==> config.mk <==
export PLATFORM = sky130hd
export DESIGN_NAME = run_done_ctrl
export DESIGN_NICKNAME = d
export VERILOG_FILES = /design/src/rtl/run_done_ctrl.sv
export SDC_FILE = /design/constraint.sdc
export NUM_CORES = 1
export LEC_CHECK = 0
export ABC_AREA = 1
export CAP_MARGIN = 25
export CORE_UTILIZATION = 50
export CTS_CLUSTER_SIZE = 10
export DETAILED_ROUTE_END_ITERATION = 6
export GPL_TIMING_DRIVEN = 0
export PLACE_DENSITY = 0.73
export SYNTH_ARGS = -nofsm -noshare
export SYNTH_HDL_FRONTEND = slang
export SYNTH_SLANG_ARGS = --single-unit
==> constraint.sdc <==
create_clock -name Clk -period 1.93 [get_ports Clk]
set_input_delay 0.2895 -clock Clk [delete_from_list [all_inputs] [get_ports Clk]]
set_output_delay 0.2895 -clock Clk [all_outputs]
set_load 0.01 [all_outputs]
==> run_1/cell_classes.png <==
Bar = 20 um. Fill, decap, tap and diode cells in grey.
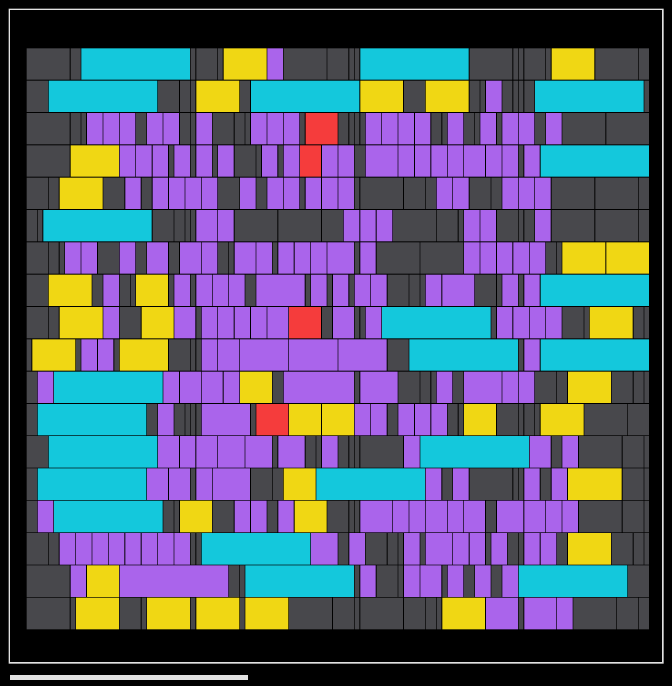
Red stands for clock drivers and dummy loads, cells 4, share of their area 1.6%. Yellow stands for other buffers and delay cells, cells 33, share of their area 18%. Purple stands for all other logic, cells 194, share of their area 50%. Cyan stands for flip-flops, cells 21, share of their area 30%.
flop share of the area: 29.6%
final core utilization: 69.2%
Finished Cell Area: 1780 sq um

==> run_1/pdn.png <==
Pins as bars on the die edge.
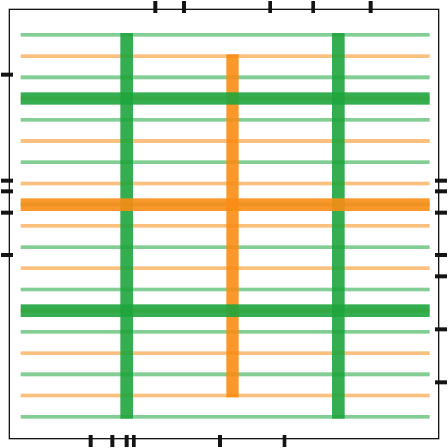
Green stands for VSS. Orange stands for VDD.
23 signal pins sit on the boundary. 3 straps on met4.
chip width: 54.9 um
Die Height: 54.9 um

==> run_1/registers.png <==
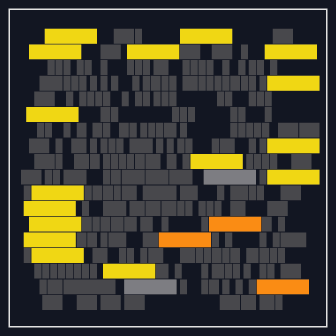
Orange stands for state_q, flops 3. Yellow stands for CycleCount, flops 16, where spread over the die.
Another 2 sequential cells are not coloured.
FF+latch area: 526 sq um
Flop+latch power: 0.538 mW

==> changes_impl.md, run 1 <==
## Implementation

* Top cells by area, synth: dfrtp_1 (38%), nand2_1 (27%), nor2_1 (9.4%), nand3_1 (4.3%), inv_1 (4.3%)
* Final worst slack at -2.84 ps
* Psw at 0.621 mW
* Drc violations at 0
* Total power at 1.41 mW
* Drt pass-1 iters at 4
* Final setup viols at 1
* Filler cell count at 220
* Worst-case hold slack at 486 ps
* Setup Skew at 0.747 ps
* Total GRT Usage at 25.1%
* Startpoint type of the worst setup path: register
* Largest register FFs at 16
* Static Leak at 0.903 nW
* I/O pin cnt at 23
* Final max-slew violation count at 0
* Top Layer Used: met4
* Clk_lat worst skew at 310 ps
* Crit end category: primary output
* Setup TNS at -2.84 ps
* GRT overflow at 0
* Register bit count reported by yosys at 21
* Fp util at 54.4%
* Fin. Hold Viols at 0
* Average vias per placed instance at 5.13
* Fin crit share at 100%
* Area leader share at 37.6%
* Detailed Place HPWL at 2390 um
* Sw frac at 44.0%
* CTS tree: yes
* Crit path max-delay cell type: dfrtp_1
* Worst Path Arrival at 1640 ps
* Failing checks: negative setup slack
* Placer congestion estimate at 0.873
* First-pass GRT wire length at 5340 um
* Minimum clock period at 1930 ps
* Peak supply drop at 0.614 mV
* Most common logic cell in the routed design: nand2_1
* Rows at 18
* Status: finished, violations left
* Most frequent cells in the layout: nand2_1 (98), nor2_1 (33), dfrtp_1 (21)
-- run 1: worst max-delay path: cells and delay by family, from the launching register on --
| kind | cells | cell delay [ps] |
|---|---|---|
| fa+ha+maj | 1 | 190 |
| buf+inv | 2 | 180 |
| flops | 1 | 440 |
| simple gates | 6 | 510 |
-- run 1: what timing repair did --
action                     in CTS  in global routing
hold endpoints to repair        0                  0
setup buffers                   5                  4
setup endpoints to repair       1                  2
pin swaps                       1                  3
hold buffers                    0                  0
resized                         8                  4
-- run 1: synth_stat cells --
cell      count
o22ai_1       1
nand3_1      12
nor2_1       35
nand2_4       3
inv_2         5
nor2_4        2
o21ai_1       2
inv_1        16
o21ai_4       1
a21oi_1       5
nand3b_1      2
nand4_1       2
o21bai_1      2
nand2_1     100
a21oi_2       1
ha_1          1
xor2_1        2
buf_4         1
o21ai_0       1
o31ai_1       1
buf_6         1
dfrtp_1      21
-- run 1: power by group through the flow --
stage / clock network, mW / logic, mW / registers (mW)
2_1_floorplan: 0 / 0.425 / 0.541
3_3_place_gp: 0 / 0.587 / 0.543
3_5_place_dp: 0 / 0.602 / 0.546
4_1_cts: 0.230 / 0.631 / 0.532
5_1_grt: 0.239 / 0.713 / 0.546
6_report: 0.225 / 0.646 / 0.538
-- run 1: cell families (layout without fill, tap and decap cells) --
kind of cell	after synthesis	count (layout)	share of synthesized area [%]
buffers and inverters	23	58	6.98
XOR/XNOR	2	2	1.25
AND-OR/OR-AND	14	14	6.71
adder cells (fa/ha/maj)	1	1	0.895
flip-flops	21	21	37.6
AND/OR/NAND/NOR	156	156	46.6
-- run 1: per-layer routing --
| metal | vias to the layer above | GRT usage (%) |
|---|---|---|
| met5 | - | 0 |
| met4 | 0 | 12.0 |
| met3 | 10 | 3.06 |
| met2 | 36 | 42.6 |
| met1 | 667 | 31.1 |
| li1 | 733 | - |
-- run 1: per-stage QoR --
stage	setup slack, ps	cells	instance area [sq um]
floorplan	344	217	1400
global placement	-370	269	1660
detailed placement	-411	269	1660
CTS	4.66	278	1730
global route	-72.0	282	1780
finish	-2.84	282	1780
-- run 1: layout make-up --
type                            count  area (sq um)  share of cell area, %
Timing Repair Buffer               31           292                   16.4
Multi-Input combinational cell    173           797                   44.9
Buffer                              2          18.8                   1.06
Clock inverter                      1          5.00                  0.282
Sequential cell                    21           526                   29.6
Tap cell                           30          37.5                   2.11
Inverter                           21          78.8                   4.44
Clock buffer                        3          22.5                   1.27
==> inputs of run 2 (changes only) <==
- HOLD_SLACK_MARGIN: unset -> 0.06
==> run_2/gate_families.png <==
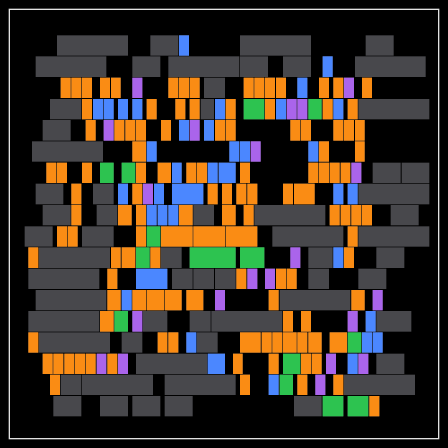
Purple stands for inverters, cells 21. Blue stands for NOR gates, cells 37. Green stands for inverting AOI/OAI gates, cells 14. Orange stands for NAND gates, cells 119, where spread over the die.
Final Non-Filler Cells: 282
Comb/total area: 44.9%
most common logic cell in the routed design: nand2_1

==> run_2/registers.png <==
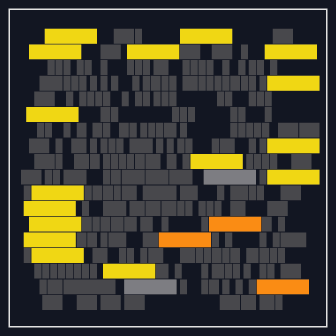

==> run 2 against run 1 <==
The flow still finishes with violations (negative setup slack). Sequential share of layout area unchanged. Utilization stayed put. Cell count stayed put. Critical endpoint unchanged. Largest power group unchanged. Highest routed layer unchanged.
==> changes_impl.md, run 2 <==
## Implementation

* Status: finished, violations left
* Failing checks: negative setup slack
* CTS root buf: clkbuf_4
* Flop-to-flop setup slack at 280 ps
* Top cells by area, synth: dfrtp_1 (38%), nand2_1 (27%), nor2_1 (9.4%), nand3_1 (4.3%), inv_1 (4.3%)
* Fin crit share at 100% (unchanged)
* Placed cell count at 269 (unchanged)
* Clk_lat worst skew at 310 ps (about the same)
* Post-synth seq share at 37.6%
* RSZ-0062 raised after global routing: true
* Largest register FFs at 16 (unchanged)
* Fmax at 0.517 GHz
* Placed inst area at 1660 sq um (unchanged)
* Drc violations at 0 (unchanged)
* Worst-case hold slack at 486 ps (unchanged)
* Tightest Pin Transition at 953 ps
* Total Routed Length at 3350 um
* Largest net degree at the start of global routing at 22
* Crit path max-delay cell type: dfrtp_1
* Setup TNS at -2.84 ps (unchanged)
* # diodes at 0
* Final worst slack at -2.84 ps (unchanged)
* Register bit count reported by yosys at 21 (unchanged)
* Min-Delay Path Class: primary input to async pin
* Placer congestion estimate at 0.873 (unchanged)
* Die area at 3010 sq um
* Most frequent cells after synthesis: nand2_1 (100), nor2_1 (35), dfrtp_1 (21)
* GRT overflow at 0 (unchanged)
* CP bufs+invs at 2 (unchanged)
* WP depth at 9 (unchanged)
* Most frequent cells in the layout: nand2_1 (98), nor2_1 (33), dfrtp_1 (21)
* Cell type with the largest total area: dfrtp_1
* Static Leak at 0.903 nW (unchanged)
* Syn Std Cell Area at 1400 sq um
* Drt pass-1 iters at 4 (unchanged)
* Syn nets at 222
* Largest delay share family, worst path: simple AND/OR/NAND/NOR gates
* Rows at 18 (unchanged)
* CTS Buf Count at 3
* Average vias per placed instance at 5.13 (unchanged)
* Slew margin rel. at 36.3%
* Power Density at 793 nW/um^2
* Minimum clock period at 1930 ps (unchanged)
* WL/cell at 11.9 um
* Total GRT Usage at 25.1% (unchanged)
* Area leader share at 37.6% (unchanged)
* I/O pin cnt at 23 (unchanged)
* Number of global-route vias before repair at 1286
* WP data required at 1640 ps
* Die Height at 54.9 um (unchanged)
* Antenna violations before repair at 0
* Final max-slew violation count at 0 (unchanged)
* Startpoint type of the worst setup path: register
* Crit end category: primary output
* CTS Buffer Depth at 2
* Gate Count Post-Synth at 217
* Metal1 wirelength at 1560 um
* Yosys warns at 0
* Crit-path cells: ha_4 > nand2_2 > nor2_4 > nand2_4 > nor2_2 > nor2_1 > nand2_2 > inv_2 > buf_6
* Synth top cell by count: nand2_1
* Top Layer Used: met4
* Top FF cell, synth: dfrtp_1
* FF-to-FF path depth at 10
* Fin. Hold Viols at 0 (unchanged)
* Finished Cell Area at 1780 sq um (unchanged)
* Htree depth at 1
* Worst Path Arrival at 1640 ps (about the same)
* Setup Skew at 0.747 ps (unchanged)
* Chip width at 54.9 um (unchanged)
* Final core utilization at 69.2% (unchanged)
* Met2 wire len at 1570 um
* Total Nets Final at 258
* Peak supply drop at 0.614 mV (unchanged)
* Core outline area at 2570 sq um
* Post-synth area from yosys stat at 1400 sq um
* Post-synth EDFFs at 0 (unchanged)
* Layout cells sized above 1 at 13.1%
* Detailed Place HPWL at 2390 um (unchanged)
* Post-synthesis async set-or-reset flop share at 100% (unchanged)
* Detailed Route Iter0 Violations at 40
* Met3 routed WL at 153 um
* Antenna-violating nets left at 0
* Fp util at 54.4% (unchanged)
* Syn Area/Cell at 6.44 sq um
* Clock sinks at 21
* Final setup viols at 1 (unchanged)
* First-pass GRT wire length at 5340 um (unchanged)
* CTS tree: yes
* Crit path top cell by count: nand2_2
-- run 2: cell counts after synthesis --
Identical to the previous run, type by type.
-- run 2: layout make-up --
class / count / area, sq um
Sequential cell: 21 / 526
Fill cell: 220 / 791
Multi-Input combinational cell: 173 / 797
Inverter: 21 / 78.8
Buffer: 2 / 18.8
Clock buffer: 3 / 22.5
Clock inverter: 1 / 5.00
Tap cell: 30 / 37.5
Timing Repair Buffer: 31 / 292
-- run 2: metrics by stage --
step / worst slack (ps) / power [mW]
2_1_floorplan: 344 / 0.967
3_3_place_gp: -370 / 1.13
3_5_place_dp: -411 / 1.15
4_1_cts: 4.66 / 1.39
5_1_grt: -72.0 / 1.50
6_report: -2.84 / 1.41
-- run 2: metal layers --
layer,global-route usage [%],vias up
met2,42.6,36
met5,0,-
li1,-,733
met4,12.0,0
met3,3.06,10
met1,31.1,667
-- run 2: report_power, final --
group          switching [mW]  internal [mW]
sequential             0.0502          0.488
clock                   0.148         0.0776
combinational           0.423          0.223
-- run 2: repair_timing --
item,CTS,global route
endpoints found under the setup margin,1,2
hold buffers,0,0
resized,8,4
setup buffers,5,4
pin swaps,1,3
-- run 2: logic make-up (layout without fill, tap and decap cells) --
logic type               count (synthesis)  after routing  synth area share (%)
AND/OR/NAND/NOR                        156            156                  46.6
buffers and inverters                   23             58                  6.98
flip-flops                              21             21                  37.6
AND-OR/OR-AND                           14             14                  6.71
XOR/XNOR                                 2              2                  1.25
adder cells (fa/ha/maj)                  1              1                 0.895
Power and IR drop assume default switching activity.
